Run 1, where the registers sit:
Scale bar: 20 um. Other sequential cells in the stronger grey, the rest of the logic in the fainter grey.
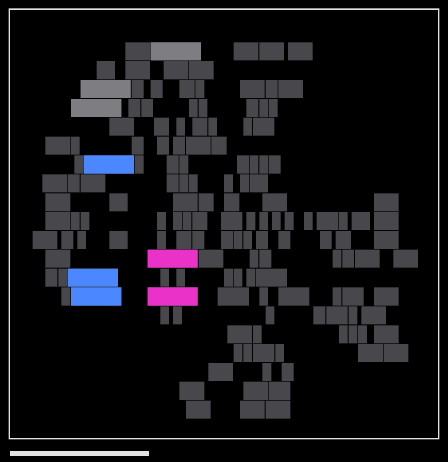
Run 1, logic cells by family:
Scale bar: 20 um.
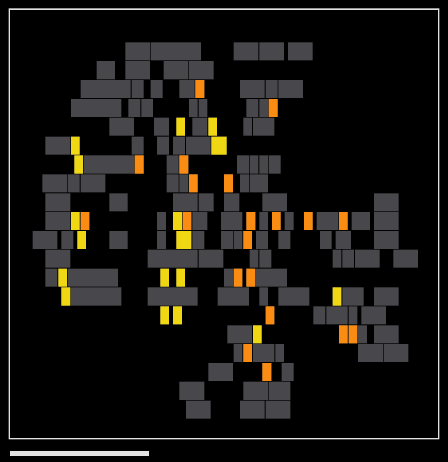
Run 1, signal wires by layer:
Scale bar: 20 um.
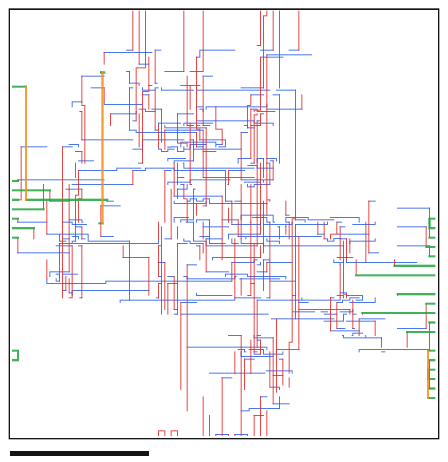
`src/rtl/reg_window_ctrl.sv`:
```
// ---------------------------------------------------------------------------
// reg_window_ctrl
//   Register-window controller for a SPARC V8 style integer register file.
//   Holds the Current Window Pointer (CWP) and Window Invalid Mask (WIM).
//   It sequences SAVE / RESTORE / trap-entry window moves and raises
//   window overflow and underflow traps. It also maps 5-bit logical register
//   numbers onto physical register-file selects.
//
// Ports
//   clk        system clock, rising edge
//   reset      synchronous, active-high
//   save       execute SAVE this cycle
//   restore    execute RESTORE this cycle
//   wr_cwp     software write of CWP (cwp_in ignored if >= NWIN)
//   cwp_in     CWP write data
//   wr_wim     software write of WIM
//   wim_in     WIM write data
//   trap_ack   trap unit accepted the pending window trap
//   ra, rb     logical source register numbers
//   rd         logical destination register number
//   sel_a/b    physical read selects (combinational from registered cwp)
//   sel_d      physical write select
//   cwp        current window pointer
//   wim        current window invalid mask
//   trap_req   window trap pending
//   trap_type  01 = overflow, 10 = underflow, 00 = none
// ---------------------------------------------------------------------------
module reg_window_ctrl #(
  parameter int NWIN  = 3,
  parameter int SEL_W = 6
) (
  input  logic             clk,
  input  logic             reset,
  input  logic             save,
  input  logic             restore,
  input  logic             wr_cwp,
  input  logic [1:0]       cwp_in,
  input  logic             wr_wim,
  input  logic [NWIN-1:0]  wim_in,
  input  logic             trap_ack,
  input  logic [4:0]       ra,
  input  logic [4:0]       rb,
  input  logic [4:0]       rd,
  output logic [SEL_W-1:0] sel_a,
  output logic [SEL_W-1:0] sel_b,
  output logic [SEL_W-1:0] sel_d,
  output logic [1:0]       cwp,
  output logic [NWIN-1:0]  wim,
  output logic             trap_req,
  output logic [1:0]       trap_type
);

  typedef enum logic [0:0] {
    IDLE = 1'b0,
    TRAP = 1'b1
  } state_t;

  localparam logic [1:0] LAST_WIN = 2'(NWIN - 1);
  localparam logic [1:0] TT_NONE  = 2'b00;
  localparam logic [1:0] TT_OVF   = 2'b01;
  localparam logic [1:0] TT_UNF   = 2'b10;

  state_t            state_r, state_nxt_s;
  logic [1:0]        cwp_r, cwp_nxt_s;
  logic [NWIN-1:0]   wim_r, wim_nxt_s;
  logic [1:0]        trap_type_r, trap_type_nxt_s;
  logic [1:0]        cwp_dec_s, cwp_inc_s;

  function automatic logic [1:0] win_dec(input logic [1:0] w);
    return (w == 2'd0) ? LAST_WIN : (w - 2'd1);
  endfunction

  function automatic logic [1:0] win_inc(input logic [1:0] w);
    return (w == LAST_WIN) ? 2'd0 : (w + 2'd1);
  endfunction

  // Logical-to-physical map. Window w occupies 16 registers starting at
  // 8 + 16*w: outs first, then locals. The ins of w are the outs of inc(w).
  function automatic logic [SEL_W-1:0] phys_sel(input logic [4:0] r,
                                                input logic [1:0] w);
    logic [SEL_W-1:0] base;
    logic [SEL_W-1:0] ofs;
    ofs = SEL_W'(r[2:0]);
    case (r[4:3])
      2'b00:   phys_sel = SEL_W'(r);
      2'b01: begin
        base     = SEL_W'(8) + SEL_W'({w, 4'b0000});
        phys_sel = base + ofs;
      end
      2'b10: begin
        base     = SEL_W'(16) + SEL_W'({w, 4'b0000});
        phys_sel = base + ofs;
      end
      2'b11: begin
        base     = SEL_W'(8) + SEL_W'({win_inc(w), 4'b0000});
        phys_sel = base + ofs;
      end
      default: phys_sel = SEL_W'(0);
    endcase
  endfunction

  assign cwp_dec_s = win_dec(cwp_r);
  assign cwp_inc_s = win_inc(cwp_r);

  // State register: FSM state, CWP, WIM and the registered trap type.
  always_ff @(posedge clk) begin
    if (reset) begin
      state_r     <= IDLE;
      cwp_r       <= 2'd0;
      wim_r       <= '0;
      trap_type_r <= TT_NONE;
    end else begin
      state_r     <= state_nxt_s;
      cwp_r       <= cwp_nxt_s;
      wim_r       <= wim_nxt_s;
      trap_type_r <= trap_type_nxt_s;
    end
  end

  // Next-state logic: window moves, trap raise/retire, software writes.
  always_comb begin
    state_nxt_s     = state_r;
    cwp_nxt_s       = cwp_r;
    trap_type_nxt_s = trap_type_r;

    case (state_r)
      IDLE: begin
        if (save && restore) begin
          // Illegal combination: neither executes.
          cwp_nxt_s = cwp_r;
        end else if (save) begin
          if (wim_r[cwp_dec_s]) begin
            state_nxt_s     = TRAP;
            trap_type_nxt_s = TT_OVF;
          end else begin
            cwp_nxt_s = cwp_dec_s;
          end
        end else if (restore) begin
          if (wim_r[cwp_inc_s]) begin
            state_nxt_s     = TRAP;
            trap_type_nxt_s = TT_UNF;
          end else begin
            cwp_nxt_s = cwp_inc_s;
          end
        end else begin
          cwp_nxt_s = cwp_r;
        end
      end
      TRAP: begin
        // Trap entry moves to a fresh window without consulting WIM.
        if (trap_ack) begin
          cwp_nxt_s       = cwp_dec_s;
          state_nxt_s     = IDLE;
          trap_type_nxt_s = TT_NONE;
        end else begin
          cwp_nxt_s = cwp_r;
        end
      end
      default: begin
        state_nxt_s     = IDLE;
        trap_type_nxt_s = TT_NONE;
      end
    endcase

    // Software CWP write wins over any window move; the FSM still advances.
    if (wr_cwp && (cwp_in <= LAST_WIN)) begin
      cwp_nxt_s = cwp_in;
    end else begin
      cwp_nxt_s = cwp_nxt_s;
    end

    if (wr_wim) begin
      wim_nxt_s = wim_in;
    end else begin
      wim_nxt_s = wim_r;
    end
  end

  // Output decode: trap request follows the registered FSM state.
  always_comb begin
    trap_req = 1'b0;
    case (state_r)
      IDLE:    trap_req = 1'b0;
      TRAP:    trap_req = 1'b1;
      default: trap_req = 1'b0;
    endcase
  end

  // Register-file selects, zero latency from the registered CWP.
  always_comb begin
    sel_a = phys_sel(ra, cwp_r);
    sel_b = phys_sel(rb, cwp_r);
    sel_d = phys_sel(rd, cwp_r);
  end

  assign cwp       = cwp_r;
  assign wim       = wim_r;
  assign trap_type = trap_type_r;

endmodule

```
`config.mk`:
```
export PLATFORM = sky130hd
export DESIGN_NAME = reg_window_ctrl
export DESIGN_NICKNAME = d
export VERILOG_FILES = /design/src/rtl/reg_window_ctrl.sv
export SDC_FILE = /design/constraint.sdc
export NUM_CORES = 1
export LEC_CHECK = 0
export ABC_AREA = 1
export CELL_PAD_IN_SITES_DETAIL_PLACEMENT = 0
export CELL_PAD_IN_SITES_GLOBAL_PLACEMENT = 1
export CORE_MARGIN = 2
export CORE_UTILIZATION = 24
export CTS_CLUSTER_DIAMETER = 100
export DETAILED_ROUTE_END_ITERATION = 10
export PLACE_DENSITY = 0.81
export SYNTH_ARGS = -nofsm -noshare
export SYNTH_HDL_FRONTEND = slang
export SYNTH_SLANG_ARGS = --single-unit
```
`constraint.sdc`:
```
create_clock -name clk -period 3.35 [get_ports clk]
set_clock_uncertainty 0.2 [all_clocks]
set_input_delay 0.5025 -clock clk [delete_from_list [all_inputs] [get_ports clk]]
set_output_delay 0.5025 -clock clk [all_outputs]
set_load 0.05 [all_outputs]
```
==> Table 3: Implementation characteristics, run 1 <==
Implementation parameters

Parameter                              Value

Synth
  Most frequent cells after synthesis .................. 21 x sky130_fd_sc_hd__nand2_1, 17 x sky130_fd_sc_hd__inv_1, 15 x sky130_fd_sc_hd__nand3_1, 15 x sky130_fd_sc_hd__nor2_1, 9 x sky130_fd_sc_hd__buf_4
  Share of the synthesized area in the top cell type .................. 0.200
  Ys Warns .................. 0
  Library cells used by synthesis .................. 24
  Chip area estimate from yosys synthesis .................. 800 um^2
  Synth async-reset ratio .................. 0
  Most popular library cell in the synthesized design by count .................. sky130_fd_sc_hd__nand2_1
  Mapped cell area .................. 800 um^2
  Post-synthesis sequential element count .................. 8

Layout
  Logic Gate Count .................. about 86
  Relative area of non-clock buffer cells in the final design .................. 0.303
  Filler instances .................. 370
  Total of clock buffers placed in the layout .................. 3

CTS
  Clock Latency Late Sink .................. 0.25 ns

Critical path
  Worst-path cell chain .................. inv_1 > ha_1 > inv_2 > o221ai_1 > o21a_1 > clkdlybuf4s50_1
  Worst path bufs/invs .................. 3
  Setup crit start kind .................. register
  Kind of critical path .................. register to output pin
  Worst-path maximum fanout .................. 10

Floorplanning
  Number of tapcells .................. about 44
  Init Core Util .................. 0.258
  Height of the die .................. 61.7 um
  Std-Cell Core Area .................. 3100 um^2

Detailed routing
  DRC .................. 0
  Routed metal-1 wirelength .................. 902 um

Global route
  Largest net degree at the start of global routing .................. 11
  Layer carrying the most global-route usage .................. met2

Worst hold path
  Min-delay worst type .................. register to register

STA
  Count of final max-slew check failures .................. 0
  Minimum clock period after layout .................. around 3.1 ns

Flow run
  Reported max-cap violation count .................. 0

Pwr
  Overall power consumption .................. 671 uW

Place
  Setup slack at placement .................. between 0.4 and 0.5 ns

Outcome
  Status .................. finished, final reports clean
About 'where the registers sit':
[blue] wim | flops: 3
[magenta] cwp | flops: 2
not coloured: 3
fraction of area in registers: 0.143
area of all sequential standard cells: 160 um^2
final core utilization: 0.362
flip-flop and latch power: 135 uW

About 'logic cells by family':
[orange] inverters | cells: 20
[yellow] NOR gates | cells: 17
share of the final layout cell area in multi-input gates: 0.419
most common cell after layout, fill and taps aside: sky130_fd_sc_hd__clkdlybuf4s50_1

About 'signal wires by layer':
[blue] metal 1 | wire length: 903 um
[green] metal 3 | wire length: 82.3 um
[red] metal 2 | wire length: 978 um
[orange] metal 4 | wire length: 44.9 um
Routed WL per cell: 10.3 um
final wirelength: 2.01 mm
global-route usage over all layers: 0.116
number of vias in the routed layout: 858

-- run 1: cells by family after synthesis --
group,count (synthesis)
flip-flops,8
buffers and inverters,34
AND/OR/NAND/NOR,63
adder cells (fa/ha/maj),3
AND-OR/OR-AND,20
-- run 1: power breakdown --
group          total, mW  switching [mW]  internal, mW
Clock             0.0707          0.0299        0.0408
Combinational      0.465           0.301         0.164
Sequential         0.135          0.0233         0.111
Total              0.671           0.354         0.316
-- run 1: path summary, 6_finish.rpt --
check | end | slack [ns] | cells after the start
max | sel_a[5] | 0.20 | 6
min | trap_type[1] | 0.28 | 2
max reg2reg | trap_type[0] | 1.44 | 8
min reg2reg | trap_type[1] | 0.28 | 2
==> run 2: changes to the inputs <==
--- a/config.mk
+++ b/config.mk
@@ -8,10 +8,12 @@
 export ABC_AREA = 1
 export CELL_PAD_IN_SITES_DETAIL_PLACEMENT = 0
 export CELL_PAD_IN_SITES_GLOBAL_PLACEMENT = 1
+export CORE_ASPECT_RATIO = 0.5
 export CORE_MARGIN = 2
 export CORE_UTILIZATION = 24
 export CTS_CLUSTER_DIAMETER = 100
 export DETAILED_ROUTE_END_ITERATION = 10
+export GPL_ROUTABILITY_DRIVEN = 1
 export PLACE_DENSITY = 0.81
 export SYNTH_ARGS = -nofsm -noshare
 export SYNTH_HDL_FRONTEND = slang
Run 2, logic cells by family:
Scale bar: 20 um.
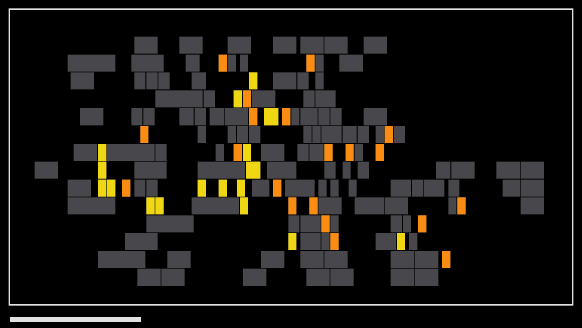
share of the final layout cell area in multi-input gates: 0.411
Final Non-Filler Cells: 192

==> run 2 against run 1 <==
  * Register-to-register slack better by 0.14 ns
  * Via count is 0.12% higher
  * Fmax up 4.8%
  * Non-clock buffer count grew 1
  * Combinational power increased by 3%
  * Sequential share of layout area is 0.26 points lower
  * Core utilization rose by 0.92 points
  * Cell count is 1.5% lower
  * First-iteration DRC count went up to 3.2 times the previous value
  * Count of clock-buffer cells in the layout is the same
  * Die size increased by 0.74%
==> Table 3: Implementation characteristics, run 2 <==
Implementation parameters

Parameter                              Value

Pwr
  Overall power consumption .................. 724 uW (+7.9%)
  Switching power total .................. 366 uW (+3.2%)
  Comb power .................. 477 uW (+3%)
  Share of power burned in combinational logic .................. 0.660 (-0.034)
  Sequential share of power .................. 0.176 (-0.025)
  Flip-flop and latch power .................. 127 uW (-6%)
  Clock network power .................. 119 uW (+68%)
  Static power due to leakage .................. 0.504 nW
  Pint .................. 358 uW (+13%)
  Fraction of power consumed by the clock network .................. 0.164 (+0.059)
  Switching share of total power .................. 0.505 (-0.0231)
  Max power group .................. combinational logic

Synth
  Post-synthesis sequential element count .................. 8 (unchanged)
  Ys Warns .................. 0 (unchanged)
  Ao+oa area frac .................. 0.166
  Chip area estimate from yosys synthesis .................. 800 um^2 (unchanged)
  Cell type with the highest aggregate area in the netlist .................. sky130_fd_sc_hd__dfxtp_1
  Most popular library cell in the synthesized design by count .................. sky130_fd_sc_hd__nand2_1
  Share of the synthesized area in the top cell type .................. 0.200 (unchanged)
  Library cells used by synthesis .................. 24 (unchanged)
  Most frequent cells after synthesis .................. 21 x sky130_fd_sc_hd__nand2_1, 17 x sky130_fd_sc_hd__inv_1, 15 x sky130_fd_sc_hd__nand3_1, 15 x sky130_fd_sc_hd__nor2_1, 9 x sky130_fd_sc_hd__buf_4
  Synth async-reset ratio .................. 0 (unchanged)
  Cell types occupying the most area after synthesis .................. sky130_fd_sc_hd__dfxtp_1 20%, sky130_fd_sc_hd__nand2_1 9.9%, sky130_fd_sc_hd__nand3_1 9.4%

Layout
  Final core utilization .................. 0.371 (+0.00925)
  Most common cell after layout, fill and taps aside .................. sky130_fd_sc_hd__clkdlybuf4s50_1

Critical path
  Worst-path cell chain .................. inv_1 > ha_1 > inv_2 > o221ai_1 > o21a_1 > clkdlybuf4s50_1
  End of the critical path .................. sel_a[5]
  Setup crit start kind .................. register
  Stages on the worst setup path .................. 6 (unchanged)
  Reg-to-reg slack, setup .................. 1.58 ns (+0.14 ns)
  Kind of critical path .................. register to output pin
  Reg-to-Reg End .................. trap_type[1]
  Crit end category .................. output pin
  Worst path bufs/invs .................. 3 (unchanged)

Floorplanning
  Std-Cell Core Area .................. 3080 um^2 (-0.65%)
  Init Core Util .................. 0.259 (+0.00167)
  Height of the die .................. 44.8 um (-27%)

Flow run
  Reported max-cap violation count .................. 0 (unchanged)
  Number of logged tool warnings .................. 29

Worst hold path
  Min-delay worst type .................. register to register
  Min-Delay Endpoint .................. trap_type[0]
  Hold Path Stages .................. 2 (unchanged)

Outcome
  Status .................. finished, final reports clean

STA
  Minimum clock period after layout .................. 3.00 ns (-0.145 ns)
  Count of final max-slew check failures .................. 0 (unchanged)

CTS
  Clk slew on worst S/H paths .................. 0.04 ns
  Clock Latency Late Sink .................. 0.23 ns (-0.02 ns)

Global route
  Largest net degree at the start of global routing .................. 10 (-1)

Detailed routing
  DRC .................. 0 (unchanged)

Place
  Setup slack at placement .................. 0.348 ns (-0.0558 ns)
Run 2, signal wires by layer:
Scale bar: 20 um.
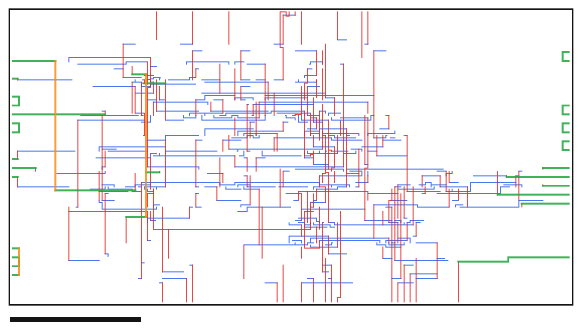
[orange] metal 4 | wire length: 45.6 um
[blue] metal 1 | wire length: 1,070 um
[green] metal 3 | wire length: 125 um
[red] metal 2 | wire length: 798 um
number of vias in the routed layout: 859
final wirelength: 2.04 mm
Routed WL per cell: 10.6 um
global-route usage over all layers: 0.111

run 2: cell count changes in the layout (fill, tap and decap cells not counted):
cell,change
sky130_fd_sc_hd__buf_4,+1
sky130_fd_sc_hd__clkbuf_4,-3
sky130_fd_sc_hd__clkbuf_8,+3
run 2: cell type report:
type                            instances  area (um^2)
Timing Repair Buffer                   35          348
Sequential cell                         8          160
Multi-Input combinational cell         86          470
Tap cell                               40         50.0
Inverter                               20         75.1
Fill cell                             336         1940
Clock buffer                            3         41.3
run 2: routing by layer:
layer / up-vias / routed length (um) / GRT usage
li1: 457 / - / -
met1: 378 / 1070 / 0.160
met2: 17 / 798 / 0.145
met3: 7 / 125 / 0.0274
met4: 0 / 45 / 0.0730
met5: - / 0 / 0
==> run 3: changes to the inputs <==
--- a/config.mk
+++ b/config.mk
@@ -14,6 +14,7 @@
 export CTS_CLUSTER_DIAMETER = 100
 export DETAILED_ROUTE_END_ITERATION = 10
 export GPL_ROUTABILITY_DRIVEN = 1
+export GPL_TIMING_DRIVEN = 0
 export PLACE_DENSITY = 0.81
 export SYNTH_ARGS = -nofsm -noshare
 export SYNTH_HDL_FRONTEND = slang
Run 3, cell classes on the final placement:
Scale bar: 20 um. Fill, decap, tap and diode cells in grey.
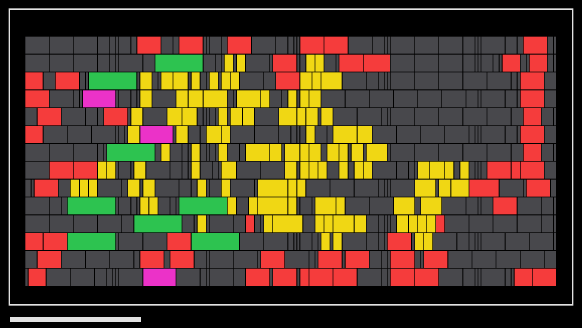
[red] other buffers and delay cells | cells: 56
[magenta] clock drivers | cells: 3
[yellow] combinational and other logic | cells: 106
[green] flops | cells: 8
site row count: 14
Std-Cell Core Area: 3080 um^2
fraction of area in registers: 0.122
final core utilization: 0.426

==> run 3 against run 2 <==
  * Via count rose by 10%
  * Sequential share of layout area fell by 1.8 points
  * Register-to-register slack got worse by 0.27 ns
  * Global-route usage rose by 0.85 points
  * Clock power barely moved
  * Largest cell class is now non-clock buffers
==> Table 3: Implementation characteristics, run 3 <==
Implementation parameters

Parameter                              Value

Synth
  Most popular library cell in the synthesized design by count .................. sky130_fd_sc_hd__nand2_1
  Chip area estimate from yosys synthesis .................. 800 um^2 (unchanged)
  Cell types occupying the most area after synthesis .................. sky130_fd_sc_hd__dfxtp_1 20%, sky130_fd_sc_hd__nand2_1 9.9%, sky130_fd_sc_hd__nand3_1 9.4%
  Share of the synthesized area in the top cell type .................. 0.200 (unchanged)
  Ys Warns .................. 0 (unchanged)
  Library cells used by synthesis .................. 24 (unchanged)
  Most frequent cells after synthesis .................. 21 x sky130_fd_sc_hd__nand2_1, 17 x sky130_fd_sc_hd__inv_1, 15 x sky130_fd_sc_hd__nand3_1, 15 x sky130_fd_sc_hd__nor2_1, 9 x sky130_fd_sc_hd__buf_4

Critical path
  Reg-to-reg slack, setup .................. 1.31 ns (-0.27 ns)
  Kind of critical path .................. register to output pin
  Setup crit start kind .................. register
  Stages on the worst setup path .................. 6 (unchanged)
  Crit end category .................. output pin
  Worst path bufs/invs .................. 3 (unchanged)

Outcome
  Status .................. finished, final reports clean

Layout
  Cell group occupying the most layout area .................. non-clock buffers
  Share of final layout cell area taken by clock buffers and inverters .................. 0.0314 (-0.00464)
  Filler instances .................. 331 (-1.5%)
  Total of clock buffers placed in the layout .................. 3 (unchanged)
  Logic Gate Count .................. 86 (unchanged)
  Relative area of non-clock buffer cells in the final design .................. 0.393 (+0.0895)

Detailed routing
  Metal2 WL .................. 864 um (+8.3%)
  Met3 wire len .................. 195 um (+56%)
  Highest layer used for signal routing .................. met4
  Final wirelength .................. 2.14 mm (+5.4%)
  Routed metal-1 wirelength .................. 1.06 mm (-0.85%)

Worst hold path
  Hold Path Stages .................. 2 (unchanged)

Global route
  Global-route usage over all layers .................. 0.119 (+0.00849)
  Layer carrying the most global-route usage .................. met2
  Largest net degree at the start of global routing .................. 9 (-1)
  GR met2 Demand/Resource .................. 0.181 (+0.0359)

Flow run
  Number of logged tool warnings .................. 29 (unchanged)
  Reported max-cap violation count .................. 0 (unchanged)

STA
  Minimum clock period after layout .................. 3.15 ns (+0.148 ns)
  Count of final max-slew check failures .................. 0 (unchanged)

Floorplanning
  Init Core Util .................. 0.259 (unchanged)
  Number of tapcells .................. 40 (unchanged)
  Height of the die .................. 44.8 um (unchanged)

CTS
  Clk slew on worst S/H paths .................. 0.04 ns (about the same)
  Clock Latency Late Sink .................. 0.23 ns (about the same)
Run 3, logic cells by family:
Scale bar: 20 um.
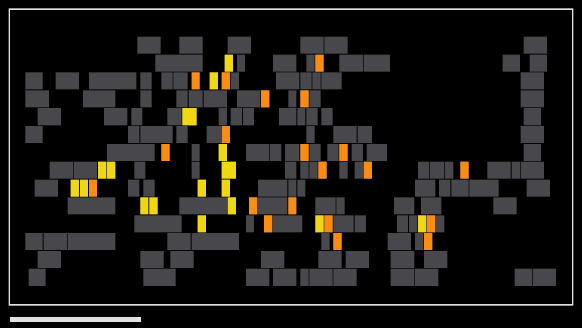
[orange] inverters | cells: 20
[yellow] NOR gates | cells: 17
share of the final layout cell area in multi-input gates: 0.358
Final Non-Filler Cells: 213

run 3: worst min-delay path, stage by stage, from the launching register on:
cell and delay (ns):
sky130_fd_sc_hd__dfxtp_1 0.30, sky130_fd_sc_hd__nand3_1 0.07, sky130_fd_sc_hd__a21oi_1 0.06
run 3: power by group:
part           switching (mW)  internal [mW]  leakage [nW]
Clock                  0.0381         0.0778        0.0216
Combinational           0.333          0.182         0.511
Sequential             0.0168          0.112        0.0660
Total                   0.388          0.371         0.598
run 3: path summary, 6_finish.rpt:
path	start	to
min	trap_type[0]	trap_type[0]
min reg2reg	trap_type[0]	trap_type[0]
max	cwp[0]	sel_d[5]
max reg2reg	cwp[0]	cwp[0]

==> screenshots <==
Placement view.
image #1
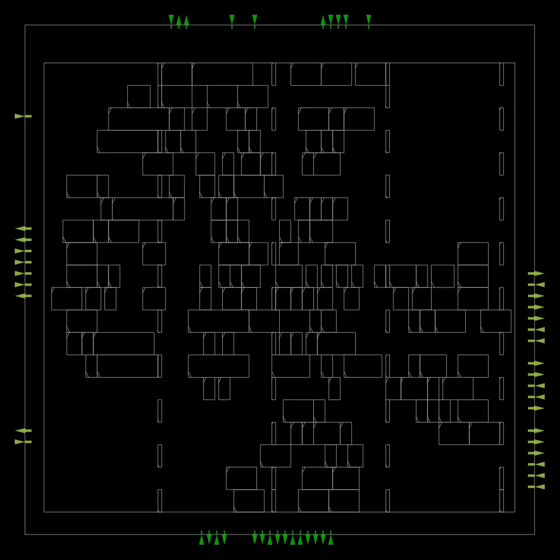
image #2
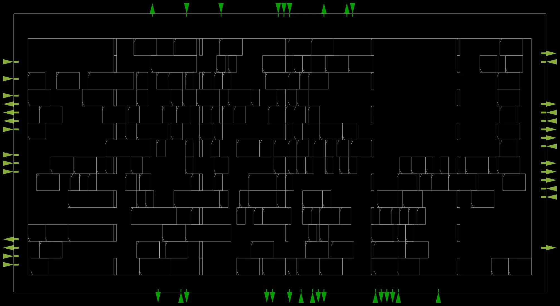
Of these, highest utilization: image #2
For run 1, see image #1.
For run 3, see image #2.

Power figures rest on the tool's default switching activity, not on a simulated workload.
